Figure 1. Supply network (run 1).
Drawn at 8 px/um. Pins as bars on the die edge. Tap cells in gray.
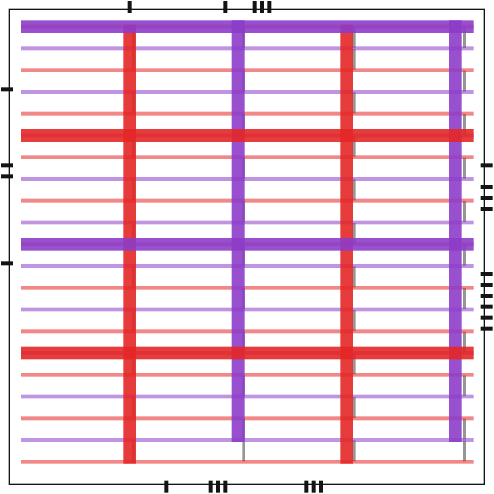
Figure 2. Cell classes on the final placement (run 1).
Drawn at 8 px/um. Fill, decap, tap and diode cells in gray.
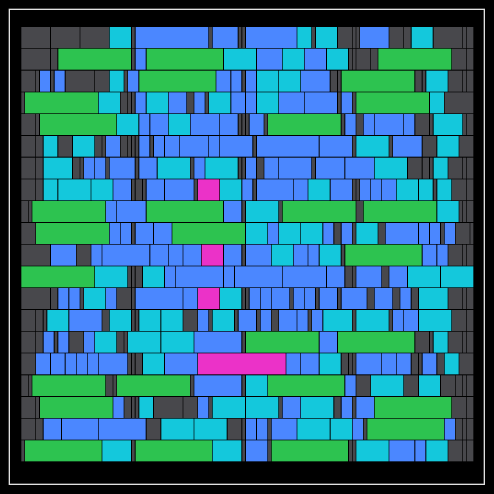
Figure 3. Clock network drawn from the DEF (run 1).
Drawn at 6 px/um.
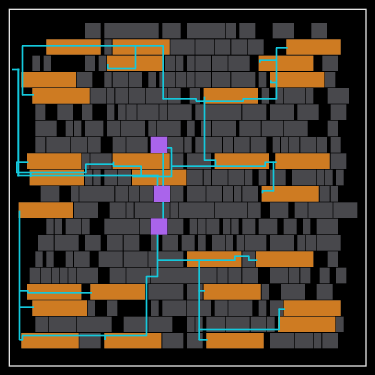
## src/rtl/nor4_selftest_seq_if.sv

```systemverilog
// Signal bundle between the quad-NOR self-test sequencer and the gate package under test.
// master: sequencer side; slave: gate package / test-rig side.
interface nor4_selftest_if;
    logic       start;
    logic [3:0] a;
    logic [3:0] b;
    logic [3:0] y;
    logic       busy;
    logic       done;
    logic       pass;
    logic [1:0] fail_gate;
    logic [1:0] fail_vec;
    logic [3:0] err_count;

    modport master (
        input  start, y,
        output a, b, busy, done, pass, fail_gate, fail_vec, err_count
    );

    modport slave (
        output start, y,
        input  a, b, busy, done, pass, fail_gate, fail_vec, err_count
    );
endinterface

```

## src/rtl/nor4_selftest_seq.sv

```systemverilog
// Self-test sequencer for a quad 2-input NOR package: walks every gate through all four
// input vectors and reports pass/fail. Optional macro NOR_SELFTEST_STOP_ON_FAIL_EN ends a run at the first bad check.
module nor4_selftest_seq #(
    parameter int unsigned SETTLE = 2
) (
    input  logic            clock,
    input  logic            reset,
    nor4_selftest_if.master bus
);

    localparam int unsigned CNT_W   = $clog2(SETTLE + 1);
    localparam int unsigned ERR_MAX = 15;

    typedef enum logic [2:0] {
        S_IDLE,
        S_DRIVE,
        S_WAIT,
        S_CHECK,
        S_DONE
    } state_t;

    state_t             state, state_nxt;
    logic [1:0]         g_q, g_nxt;
    logic [1:0]         v_q, v_nxt;
    logic [CNT_W-1:0]   cnt_q, cnt_nxt;
    logic [3:0]         a_q, a_nxt;
    logic [3:0]         b_q, b_nxt;
    logic               busy_q, busy_nxt;
    logic               done_q, done_nxt;
    logic               pass_q, pass_nxt;
    logic [1:0]         fg_q, fg_nxt;
    logic [1:0]         fv_q, fv_nxt;
    logic [3:0]         err_q, err_nxt;

    logic [3:0]         mism_c;
    logic               any_mism_c;
    logic               last_step_c;
    logic               a_bit_c;
    logic               b_bit_c;

    function automatic logic [1:0] lowest_bit(input logic [3:0] v);
        logic [1:0] idx;
        idx = 2'd0;
        for (int i = 3; i >= 0; i--) begin
            if (v[i]) idx = 2'(i);
        end
        return idx;
    endfunction

    // Vector table: v0=(0,0) v1=(1,0) v2=(1,1) v3=(0,1)
    assign a_bit_c     = (v_q == 2'd1) || (v_q == 2'd2);
    assign b_bit_c     = (v_q == 2'd2) || (v_q == 2'd3);
    assign mism_c      = bus.y ^ ~(a_q | b_q);
    assign any_mism_c  = |mism_c;
    assign last_step_c = (g_q == 2'd3) && (v_q == 2'd3);

    // State and output registers
    always_ff @(posedge clock or posedge reset) begin
        if (reset) begin
            state  <= S_IDLE;
            g_q    <= 2'd0;
            v_q    <= 2'd0;
            cnt_q  <= '0;
            a_q    <= 4'd0;
            b_q    <= 4'd0;
            busy_q <= 1'b0;
            done_q <= 1'b0;
            pass_q <= 1'b0;
            fg_q   <= 2'd0;
            fv_q   <= 2'd0;
            err_q  <= 4'd0;
        end else begin
            state  <= state_nxt;
            g_q    <= g_nxt;
            v_q    <= v_nxt;
            cnt_q  <= cnt_nxt;
            a_q    <= a_nxt;
            b_q    <= b_nxt;
            busy_q <= busy_nxt;
            done_q <= done_nxt;
            pass_q <= pass_nxt;
            fg_q   <= fg_nxt;
            fv_q   <= fv_nxt;
            err_q  <= err_nxt;
        end
    end

    // Next-state logic
    always_comb begin
        state_nxt = state;
        case (state)
            S_IDLE, S_DONE: if (bus.start) state_nxt = S_DRIVE;
            S_DRIVE:        state_nxt = S_WAIT;
            S_WAIT:         if (cnt_q == '0) state_nxt = S_CHECK;
            S_CHECK: begin
`ifdef NOR_SELFTEST_STOP_ON_FAIL_EN
                if (any_mism_c || last_step_c) state_nxt = S_DONE;
                else                           state_nxt = S_DRIVE;
`else
                if (last_step_c) state_nxt = S_DONE;
                else             state_nxt = S_DRIVE;
`endif
            end
            default:        state_nxt = S_IDLE;
        endcase
    end

    // Next values of datapath and registered outputs
    always_comb begin
        g_nxt   = g_q;
        v_nxt   = v_q;
        cnt_nxt = cnt_q;
        a_nxt   = a_q;
        b_nxt   = b_q;
        fg_nxt  = fg_q;
        fv_nxt  = fv_q;
        err_nxt = err_q;
        case (state)
            S_IDLE, S_DONE: begin
                if (bus.start) begin
                    g_nxt   = 2'd0;
                    v_nxt   = 2'd0;
                    fg_nxt  = 2'd0;
                    fv_nxt  = 2'd0;
                    err_nxt = 4'd0;
                end
            end
            S_DRIVE: begin
                a_nxt   = {3'd0, a_bit_c} << g_q;
                b_nxt   = {3'd0, b_bit_c} << g_q;
                cnt_nxt = CNT_W'(SETTLE - 1);
            end
            S_WAIT: begin
                if (cnt_q != '0) cnt_nxt = cnt_q - CNT_W'(1);
            end
            S_CHECK: begin
                if (any_mism_c) begin
                    // err_q==0 marks the first failing check of this run
                    if (err_q == 4'd0) begin
                        fg_nxt = lowest_bit(mism_c);
                        fv_nxt = v_q;
                    end
                    if (err_q != 4'(ERR_MAX)) err_nxt = err_q + 4'd1;
                end
                {g_nxt, v_nxt} = {g_q, v_q} + 4'd1;
                if (state_nxt == S_DONE) begin
                    a_nxt = 4'd0;
                    b_nxt = 4'd0;
                end
            end
            default: ;
        endcase
        busy_nxt = (state_nxt == S_DRIVE) || (state_nxt == S_WAIT) || (state_nxt == S_CHECK);
        done_nxt = (state_nxt == S_DONE);
        pass_nxt = done_nxt && (err_nxt == 4'd0);
    end

    assign bus.a         = a_q;
    assign bus.b         = b_q;
    assign bus.busy      = busy_q;
    assign bus.done      = done_q;
    assign bus.pass      = pass_q;
    assign bus.fail_gate = fg_q;
    assign bus.fail_vec  = fv_q;
    assign bus.err_count = err_q;

endmodule
```

## src/flat_wrapper.sv

```systemverilog
// flat-port wrapper written by rule: the top's interface ports become plain ports
module nor4_selftest_seq_flat 
#(
    parameter int unsigned SETTLE = 2
)
  (clock, reset, bus_start, bus_y, bus_a, bus_b, bus_busy, bus_done, bus_pass, bus_fail_gate, bus_fail_vec, bus_err_count);
  nor4_selftest_if bus_i ();
  input  logic clock;
  input  logic reset;
  input wire logic [$bits(bus_i.start)-1:0] bus_start;
  input wire logic [$bits(bus_i.y)-1:0] bus_y;
  output wire logic [$bits(bus_i.a)-1:0] bus_a;
  output wire logic [$bits(bus_i.b)-1:0] bus_b;
  output wire logic [$bits(bus_i.busy)-1:0] bus_busy;
  output wire logic [$bits(bus_i.done)-1:0] bus_done;
  output wire logic [$bits(bus_i.pass)-1:0] bus_pass;
  output wire logic [$bits(bus_i.fail_gate)-1:0] bus_fail_gate;
  output wire logic [$bits(bus_i.fail_vec)-1:0] bus_fail_vec;
  output wire logic [$bits(bus_i.err_count)-1:0] bus_err_count;
  assign bus_i.start = bus_start;
  assign bus_i.y = bus_y;
  assign bus_a = bus_i.a;
  assign bus_b = bus_i.b;
  assign bus_busy = bus_i.busy;
  assign bus_done = bus_i.done;
  assign bus_pass = bus_i.pass;
  assign bus_fail_gate = bus_i.fail_gate;
  assign bus_fail_vec = bus_i.fail_vec;
  assign bus_err_count = bus_i.err_count;
  nor4_selftest_seq #(.SETTLE(SETTLE)) u_core (.clock(clock), .reset(reset), .bus(bus_i));
endmodule
```

## config.mk

```make
export PLATFORM = sky130hd
export DESIGN_NAME = nor4_selftest_seq_flat
export DESIGN_NICKNAME = d
export VERILOG_FILES = /design/src/rtl/nor4_selftest_seq_if.sv /design/src/rtl/nor4_selftest_seq.sv /design/src/flat_wrapper.sv
export SDC_FILE = /design/constraint.sdc
export NUM_CORES = 1
export LEC_CHECK = 0
export ABC_AREA = 1
export ABC_CLOCK_PERIOD_IN_PS = 1200
export CAP_MARGIN = 25
export CORE_UTILIZATION = 47
export DETAILED_ROUTE_END_ITERATION = 6
export PLACE_DENSITY = 0.75
export RECOVER_POWER = 100
export SYNTH_ARGS = -nofsm -noshare
export SYNTH_HDL_FRONTEND = slang
export SYNTH_SLANG_ARGS = --single-unit
```

## constraint.sdc

```tcl
create_clock -name clock -period 1.2 [get_ports clock]
set_input_delay 0.24 -clock clock [delete_from_list [all_inputs] [get_ports clock]]
set_output_delay 0.24 -clock clock [all_outputs]
set_load 0.02 [all_outputs]
```

==> changes_impl.md, run 1 <==
### Metrics

* Synthesized cell area at ~1500 sq um
* Num CTS Buffers at 3
* Floorplan utilization at 0.500
* DR iter-0 viols at 55
* Vias per cell at 5.26
* Total grt overflow at 0
* YS chip area at 1540 sq um
* Post-Place Cells at approximately 280
* Seq pwr share at 0.260
* RSZ-0062 raised after global routing: yes
* Setup CP Type: register to register
* Total Power at 6.04 mW
* Clock network fraction of design power at 0.106
* Post-Syn Nets at 196
* Min Tclk post-route at 1.54 ns
* Antenna violations before repair at 0
* Power Sequential at around 1.6 mW
* Period Utilization, post-route at 1.28
* Post-synth EDFFs at 0
* Mapped Cells at 185
* Clk_skew at 0.0142 ns
* Gpl congestion at between 0.8 and 0.9
* Min Hold Slack at 0.505 ns
* Area contributors post-synth: dfrtp_1, nand2_1, inv_1
* Clock net sink count at 28
* Final instance area at 2520 sq um
* Switch share at 0.431
* CP endpoint kind: register
* Crit path from: u_core.bus.b[3]
* Failing checks: setup timing
* Most numerous logic cell after layout: buf_4
* Worst Hold Path EP: u_core.cnt_q[0]
* Setup TNS Final at -5.76 ns
* Antenna Cells at 0
* Port-buffer cells at 25
* Finish-stage setup viols at 33
* Routed Antenna Nets at 0
* CTS tree: built
* Maximum capacitance violations at 0
* P_leak at 1.24 nW
* Final Hold Vio Count at 0
* Comb pwr share at 0.634
* Number of synthesis warnings at 0
* Worst-case clock buffer depth at 2
* FMAX at between 0.6 and 0.7 GHz
* Routed WL at roughly 4600 um
* Post-synth ARST share at 1.00
* Least-Margin Pin Slew at 0.718 ns
* Top pwr grp: combinational logic
* Share of cells above drive strength 1 at 0.584
* R2r endpoint: u_core.bus.pass
* Post-synth top area share at 0.456
* Reg2reg setup slack at -0.34 ns
* Most frequent cells in the layout: buf_4, nand2_1, buf_6
* Die Y at ~59 um
* DP Area at 2140 sq um
* Crit-path max FO at 5
* 1st-pass router iterations at 4
* Number of distinct library cells after synthesis at 29
* Reg2Reg Depth at 9
* PwrDens at between 2000 and 2500 nW/um^2
* Psw at about 2.6 mW
* Worst hold path startpoint: u_core.cnt_q[0]
* Max Slew Vio Count at 0
* Post-DP HPWL at between 2000 and 3000 um
* Core Footprint at between 3000 and 4000 sq um
* Top FF cell, synth: dfrtp_1
* Number of cells in Yosys stat at 185
* Final net count at 279
* Crit Reg-Reg Startpoint: u_core.bus.b[3]
* Htree depth at 1
* OpenROAD warnings at 30
* Synth flops at 28
* Status: complete, but fails checks
* Die width at approximately 59 um
* Root Driver: clkbuf_4
* Chip area at ~3500 sq um
* Power Clock at 0.639 mW
* Final Util at 0.819
* Clk ins delay skew pair at 0.34 ns
* Cell Rows at 20
* HP Class: register to register
* Vias in the first global route at between 1,500 and 2,000
* Clk slew on worst S/H paths at around 0.17 ns
* Routed len/inst at 14.8 um
* Post-synth top area cell: dfrtp_1
* Tot GR Track Use at 0.267
* Register share after synthesis at 0.456
* I/O pins at 26
* Type of origin of the critical path: register
* CP required at between 1 and 1.5 ns
* Area grow syn2layout at 63.9%
* Mean area per synthesized cell at 8.31 sq um
* WHS Path Cells at 1
* Post-route setup slack at -0.339 ns
## Picture notes: Figure 1
Purple is VDD. Red is VSS.
21 met1 rails follow the rows. The core has 20 rows. 26 signal pins sit on the boundary.

## Picture notes: Figure 2
Cyan is remaining buffers and delay cells, cells 81. Magenta is clock drivers and dummy loads, cells 4. Blue is remaining logic cells, cells 154. Green is registers, cells 28.

## Picture notes: Figure 3
Purple is clock-net drivers, count 3. Cyan is clock wires, length 355 um. Orange is flip-flops, count 28.
Position of the flops: all over the die.

-- run 1: final cells by class --
class | count | area [sq um]
clock buffer | 3 | 22.5
sequential | 28 | 716
fill | 188 | 558
inverter | 30 | 118
timing repair buffer | 81 | 678
multi-input combinational | 124 | 901
clock inverter | 1 | 30.0
tap | 44 | 55.1
-- run 1: worst max-delay path: stages (launching register included) --
cell and delay (ns):
dfrtp_2 0.47, o21ai_4 0.17, nand2_2 0.09, nor2_4 0.20
nand3_1 0.14, nand3_2 0.11, nand2_2 0.07, nor2_2 0.08
nand2_1 0.05, nor2_1 0.10
-- run 1: routing by layer --
metal	part of all wire	vias up	track usage
li1	-	769	-
met1	0.40	795	0.329
met2	0.53	57	0.480
met3	0.043	14	0.0262
met4	0.023	0	0.0986
met5	0	-	0
-- run 1: cell usage after synthesis, types with 2 or more instances --
cell type / count
inv_2: 3
nand2_2: 5
o32ai_1: 3
inv_1: 26
a21oi_1: 7
buf_6: 2
o21ai_1: 5
nor3_1: 2
nor2_2: 2
dfrtp_1: 28
nand3_1: 18
nand2_1: 33
xor2_1: 2
nand4_1: 7
ha_1: 4
nor2_1: 19
o21ai_0: 5
nor2_4: 2
nand3b_1: 2
-- run 1: worst max path at each step --
stage | end
detailed placement | u_core.bus.pass
floorplan | u_core.bus.pass
global route | u_core.bus.a[1]
CTS | u_core.bus.pass
global placement | u_core.bus.pass
finish | u_core.bus.pass
-- run 1: logic make-up after synthesis --
kind of cell,synth area share
compound gates,0.0993
xor+xnor,0.0114
fa+ha+maj,0.0325
buf+inv,0.0928
flops,0.456
simple gates,0.308
-- run 1: repair_timing --
item / in CTS / in global routing
pin swaps: 14 / 12
setup endpoints to repair: 45 / 35
hold buffers: 0 / 0
setup buffers: 18 / 11
resized: 121 / 32
==> inputs of run 2 (changes only) <==
Settings changed: CORE_MARGIN from default to 2, HOLD_SLACK_MARGIN from default to 0.08, PLACE_DENSITY 0.75 to 0.76.
==> changes_impl.md, run 2 <==
### Metrics

* Gpl congestion at around 0.93
* Slowest cell on the critical path: dfrtp_1
* Tot GR Track Use at 0.275
* Crit Reg-Reg Startpoint: u_core.v_q[0]
* Synth flops at 28
* Most numerous logic cell after layout: buf_4
* Relative slew slack at 0.525
* Most frequent cells in the layout: buf_4, buf_6, nand2_1
* Crit path cell chain: ha_2 -> nand2_2 -> inv_2 -> nand2_4 -> o21ai_4 -> buf_12 -> nor2_1 -> a21oi_2
* Switch share at 0.455
* Finish-stage setup viols at 34
* Share of cells above drive strength 1 at 0.657
* Least-Margin Pin Slew at 0.712 ns
* Clk slew on worst S/H paths at 0.17 ns
* Port-buffer cells at 25
* Top FF cell, synth: dfrtp_1
* Setup TNS Final at -7.78 ns
* Mapped Cells at 185
* HP Class: input pin to async pin
* Met3 wire len at ~320 um
* Vias per cell at ~5.7
* Cts hold-fix bufs at 0
* 1st-pass router iterations at 4
* Post-synth top area cell: dfrtp_1
* Clock net sink count at 28
* Post-CTS setup buffers at 21
* Most frequent cells after synthesis: nand2_1, dfrtp_1, inv_1
* PostCTS Resize Cnt at ~120
* Floorplan utilization at 0.500
* Post-DP HPWL at 2880 um
* Final instance area at 2760 sq um
* Post-synth EDFFs at 0
* Setup CP Type: register to register
* Synthesized cell area at 1540 sq um
* Worst path max stage delay at 0.45 ns
* Register share after synthesis at 0.456
* Post-Syn Nets at ~200
* Reg2reg setup slack at -0.43 ns
* Number of cells in Yosys stat at 185
* Root Driver: clkbuf_4
* RSZ-0062 raised after global routing: yes
* Antenna Cells at 0
* Core Footprint at 3080 sq um
* Post-synth ARST share at 1.00
* Gr busiest metal: met2
* GR Util met3 at 0.0336
* Post-synth top area share at 0.456
* Chip area at 3750 sq um
* Kind of cell adding the most delay to the critical path: flip-flops
* Vias in the first global route at 1,734
* CP Buf/Inv Count at 2
* Total grt overflow at 0
* Maximum capacitance violations at 0
* Number of distinct library cells after synthesis at 29
* Die width at 61.2 um
* Status: complete, but fails checks
* Num CTS Buffers at 3
* Routed met1 length at roughly 2300 um
* Period Utilization, post-route at 1.36
* Antenna violations before repair at 0
* I/O pins at 26
* Min Tclk post-route at 1.63 ns
* Die Y at 61.2 um
* Crit-path max FO at 5
* Failing checks: setup timing
* OpenROAD warnings at 30
* Min Hold Slack at 0.509 ns
* Psw at 3.26 mW
* Seq pwr share at 0.227
* Reg2Reg Depth at 8
* CP required at 1.48 ns
* Comb pwr share at 0.681
* Mean area per synthesized cell at 8.31 sq um
* Routed WL at 6260 um
* Routed Antenna Nets at 0
* CP endpoint kind: register
* CTS tree: built
* Final Hold Vio Count at 0
* YS chip area at 1540 sq um
* Post-route setup slack at -0.430 ns
* DR iter-0 viols at 107
* Max Slew Vio Count at 0
* Clk_skew at 0.00629 ns
* Worst-case clock buffer depth at 2
* Top routing layer in use: met4
* Number of synthesis warnings at 0
* Area contributors post-synth: dfrtp_1, nand2_1, inv_1
* DP Area at about 2200 sq um
* Cell Rows at 20
* R2r endpoint: u_core.bus.b[2]
* Area grow syn2layout at 79.4%
* Post-Place Cells at 286
* Cell with the most instances after synthesis: nand2_1
[run 2: cell counts after synthesis]
Identical to the previous run, type by type.
[run 2: cell families (layout without fill, tap and decap cells)]
group                    after synthesis  in the layout  synth area share
AND/OR/NAND/NOR                       94             94             0.308
flip-flops                            28             28             0.456
XOR/XNOR                               2              2            0.0114
adder cells (fa/ha/maj)                4              4            0.0325
AND-OR/OR-AND                         24             24            0.0993
buffers and inverters                 33            125            0.0928
[run 2: layout make-up]
type,count,area [sq um]
multi-input cells,124,1020
repair buffers,91,801
flip-flops and latches,28,714
fillers,128,319
inverters,30,120
well taps,44,55.1
clock inverters,1,30.0
clock buffers,3,22.5
[run 2: power by group through the flow]
stage / combinational [mW] / sequential [mW] / clock [mW]
after floorplan: 1.50 / 1.81 / 0
after global placement: 2.95 / 1.52 / 0
after detailed placement: 3.06 / 1.55 / 0
after CTS: 3.73 / 1.52 / 0.647
after global routing: 5.10 / 1.64 / 0.672
final: 4.88 / 1.62 / 0.661
[run 2: stage by stage]
| step | total power [mW] | util |
|---|---|---|
| 2_1_floorplan | 3.31 | - |
| 3_3_place_gp | 4.47 | 0.708 |
| 3_5_place_dp | 4.61 | 0.708 |
| 4_1_cts | 5.90 | 0.796 |
| 5_1_grt | 7.41 | 0.896 |
| 6_report | 7.16 | 0.896 |
[run 2: worst max path at each step]
stage,cells after the start,to,slack [ns],startpoint
final,8,u_core.bus.b[2],-0.43,u_core.v_q[0]
after global placement,11,u_core.bus.pass,-0.49,bus_y[3]
after CTS,10,u_core.bus.pass,-0.23,u_core.bus.b[1]
after floorplan,10,u_core.bus.pass,-0.16,u_core.bus.a[3]
after detailed placement,11,u_core.bus.pass,-0.56,bus_y[3]
after global routing,7,u_core.bus.b[2],-0.47,u_core.state[0]
Figure 4. Cell classes on the final placement (run 2).
Drawn at 8 px/um. Fill, decap, tap and diode cells in gray.
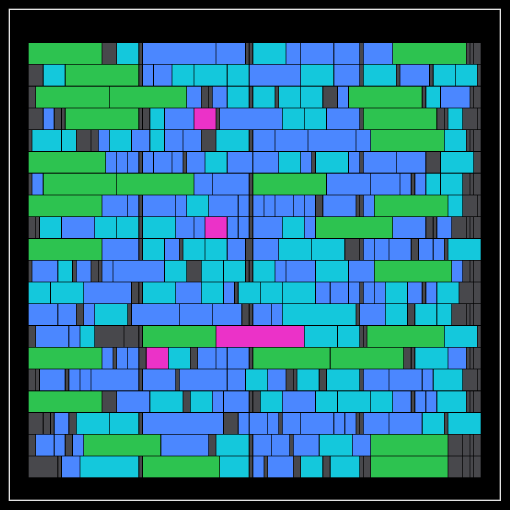
Magenta is clock drivers and dummy loads, cells 4. Blue is remaining logic cells, cells 154. Green is registers, cells 28. Cyan is remaining buffers and delay cells, cells 91.

Figure 5. Track usage over the die (run 2).
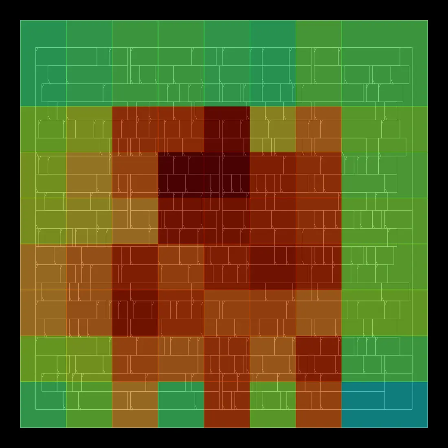
Final Util: 0.896
M1 GR Usage: 0.303
met2 Usage GRT: 0.515

==> inputs of run 3 (changes only) <==
Settings changed: SLEW_MARGIN from default to 20.
Figure 6. Supply network (run 3).
Drawn at 8 px/um. Pins as bars on the die edge. Tap cells in gray.
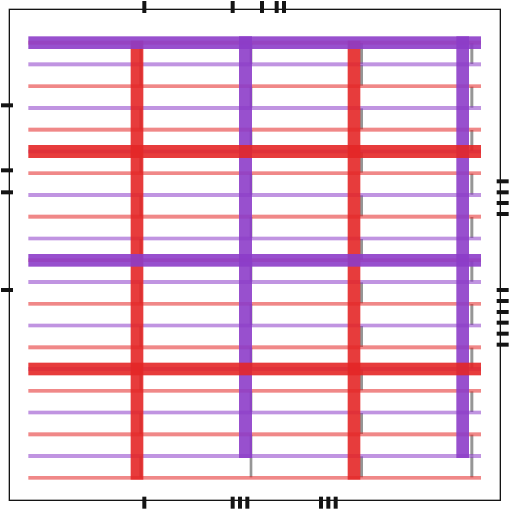
Red is VSS. Purple is VDD.
44 tap cells. The core has 20 rows. 21 met1 rails follow the rows.

==> changes_impl.md, run 3 <==
### Metrics

* Finish-stage setup viols at 34
* Reg2Reg Depth at 8
* Floorplan utilization at 0.500
* CP endpoint kind: register
* Maximum capacitance violations at 0
* Antenna Cells at 0
* R2r endpoint: u_core.bus.b[2]
* Tot GR Track Use at 0.275
* FMAX at roughly 0.61 GHz
* Routed WL at 6260 um
* Area grow syn2layout at 79.4%
* Gpl congestion at 0.929
* HP Class: input pin to async pin
* Post-Place Cells at 286
* Register share after synthesis at 0.456
* Final Hold Vio Count at 0
* Post-synth ARST share at 1.00
* Top FF cell, synth: dfrtp_1
* CTS tree: built
* Reg2reg setup slack at -0.43 ns
* Die width at 61.2 um
* CP Buf/Inv Count at 2
* Routed len/inst at 19.5 um
* Mean area per synthesized cell at a little over 8 sq um
* PwrDens at 2600 nW/um^2
* 1st-pass router iterations at 4
* Least-Margin Pin Slew at ~0.7 ns
* Slowest cell on the critical path: dfrtp_1
* Most frequent cells in the layout: buf_4, buf_6, nand2_1
* Root Driver: clkbuf_4
* Post-synth top area share at 0.456
* YS chip area at 1540 sq um
* Min Hold Slack at 0.509 ns
* Final Util at 0.896
* Chip area at ~3700 sq um
* RSZ-0062 raised after global routing: yes
* Place WS at -0.559 ns
* DR iter-0 viols at between 100 and 150
* Setup CP Type: register to register
* Via count at between 1,500 and 2,000
* Area contributors post-synth: dfrtp_1, nand2_1, inv_1
* Fill cells at around 130
* Crit Reg-Reg Startpoint: u_core.v_q[0]
* Clk ins delay skew pair at 0.36 ns
* Mapped Cells at 185
* Total grt overflow at 0
* P_leak at 1.33 nW
* Min Tclk post-route at 1.63 ns
* Vias in the first global route at 1,734
* Worst path max stage delay at 0.45 ns
* Post-route setup slack at -0.430 ns
* Max Slew Vio Count at 0
* Post-DP HPWL at 2880 um
* Kind of cell adding the most delay to the critical path: flip-flops
* Peak VDD IR at 1760 uV
* Number of cells in Yosys stat at between 150 and 200
* Clock net sink count at 28
* Antenna violations before repair at 0
* Htree depth at 1
* Final net count at ~290
* Cts hold-fix bufs at 0
* Die Y at roughly 61 um
* Largest net degree at the start of global routing at 29
* Crit-path max FO at 5
* Crit path cell chain: ha_2 -> nand2_2 -> inv_2 -> nand2_4 -> o21ai_4 -> buf_12 -> nor2_1 -> a21oi_2
* Core Footprint at 3080 sq um
* Port-buffer cells at 25
* Clk slew on worst S/H paths at between 0.15 and 0.2 ns
* Cell Rows at 20
* Crit path depth at 8
* Comb gate area at approximately 1000 sq um
* Setup TNS Final at -7.78 ns
* Synth flops at 28
* I/O pins at 26
* CP required at 1.48 ns
* DP Area at 2180 sq um
* Post-Syn Nets at 196
* Share of cells above drive strength 1 at 0.657
* Failing checks: setup timing
* Routed Antenna Nets at 0
* Clk_skew at 0.00629 ns
* Cell with the most instances after synthesis: nand2_1
* Register area at 714 sq um
* Vias per cell at 5.71
* Synthesized cell area at 1540 sq um
* Most frequent cells after synthesis: nand2_1, dfrtp_1, inv_1
* Post-synth top area cell: dfrtp_1
* Num CTS Buffers at 3
* Status: complete, but fails checks
* Final instance area at roughly 2800 sq um
* Worst-case clock buffer depth at 2
* Period Utilization, post-route at 1.36
* Number of synthesis warnings at 0
* Type of origin of the critical path: register
* OpenROAD warnings at 30
* Number of distinct library cells after synthesis at 29
* Most numerous logic cell after layout: buf_4
* Total Power at 7.16 mW
* Post-synth EDFFs at 0
* Relative slew slack at 0.525
Figure 7. Clock network drawn from the DEF (run 3).
Drawn at 6 px/um.
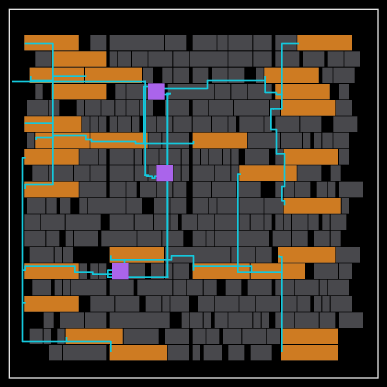
Cyan is clock wires, length 374 um. Purple is clock-net drivers, count 3. Orange is flip-flops, count 28.
There are 4 routed clock nets. Position of the flops: all over the die.

==> run 3: worst max path at each step <==
stage | start | to | slack [ns]
after floorplan | u_core.bus.a[3] | u_core.bus.pass | -0.16
after CTS | u_core.bus.b[1] | u_core.bus.pass | -0.23
after global routing | u_core.state[0] | u_core.bus.b[2] | -0.47
after global placement | bus_y[3] | u_core.bus.pass | -0.49
final | u_core.v_q[0] | u_core.bus.b[2] | -0.43
after detailed placement | bus_y[3] | u_core.bus.pass | -0.56
==> run 3: cell families after synthesis <==
family / count (synthesis) / synth area share
buf+inv: 33 / 0.0928
simple gates: 94 / 0.308
compound gates: 24 / 0.0993
flops: 28 / 0.456
fa+ha+maj: 4 / 0.0325
xor+xnor: 2 / 0.0114
==> run 3: cell type report <==
| type | instances | share of cell area |
|---|---|---|
| well taps | 44 | 0.0200 |
| clock buffers | 3 | 0.00816 |
| inverters | 30 | 0.0435 |
| flip-flops and latches | 28 | 0.259 |
| repair buffers | 91 | 0.290 |
| multi-input cells | 124 | 0.368 |
| clock inverters | 1 | 0.0109 |
==> run 3: routing by layer <==
layer,vias up,GRT usage,wire length [um]
met5,-,0,0
met4,0,0.137,265
met3,30,0.0336,317
met2,116,0.515,3410
met1,893,0.303,2270
li1,795,-,-
==> run 3: where the power goes <==
group,internal [mW],leakage [nW],switching (mW)
Combinational,2.29,0.949,2.59
Clock,0.339,0.0279,0.323
Sequential,1.28,0.351,0.347
Total,3.90,1.33,3.26
==> run 3: timing repair <==
item	in CTS	in global routing
cloned	0	1
buffers inserted	21	14
pin swaps	17	20
gates resized	123	64
endpoints found under the setup margin	45	37
Power figures rest on the tool's default switching activity, not on a simulated workload.
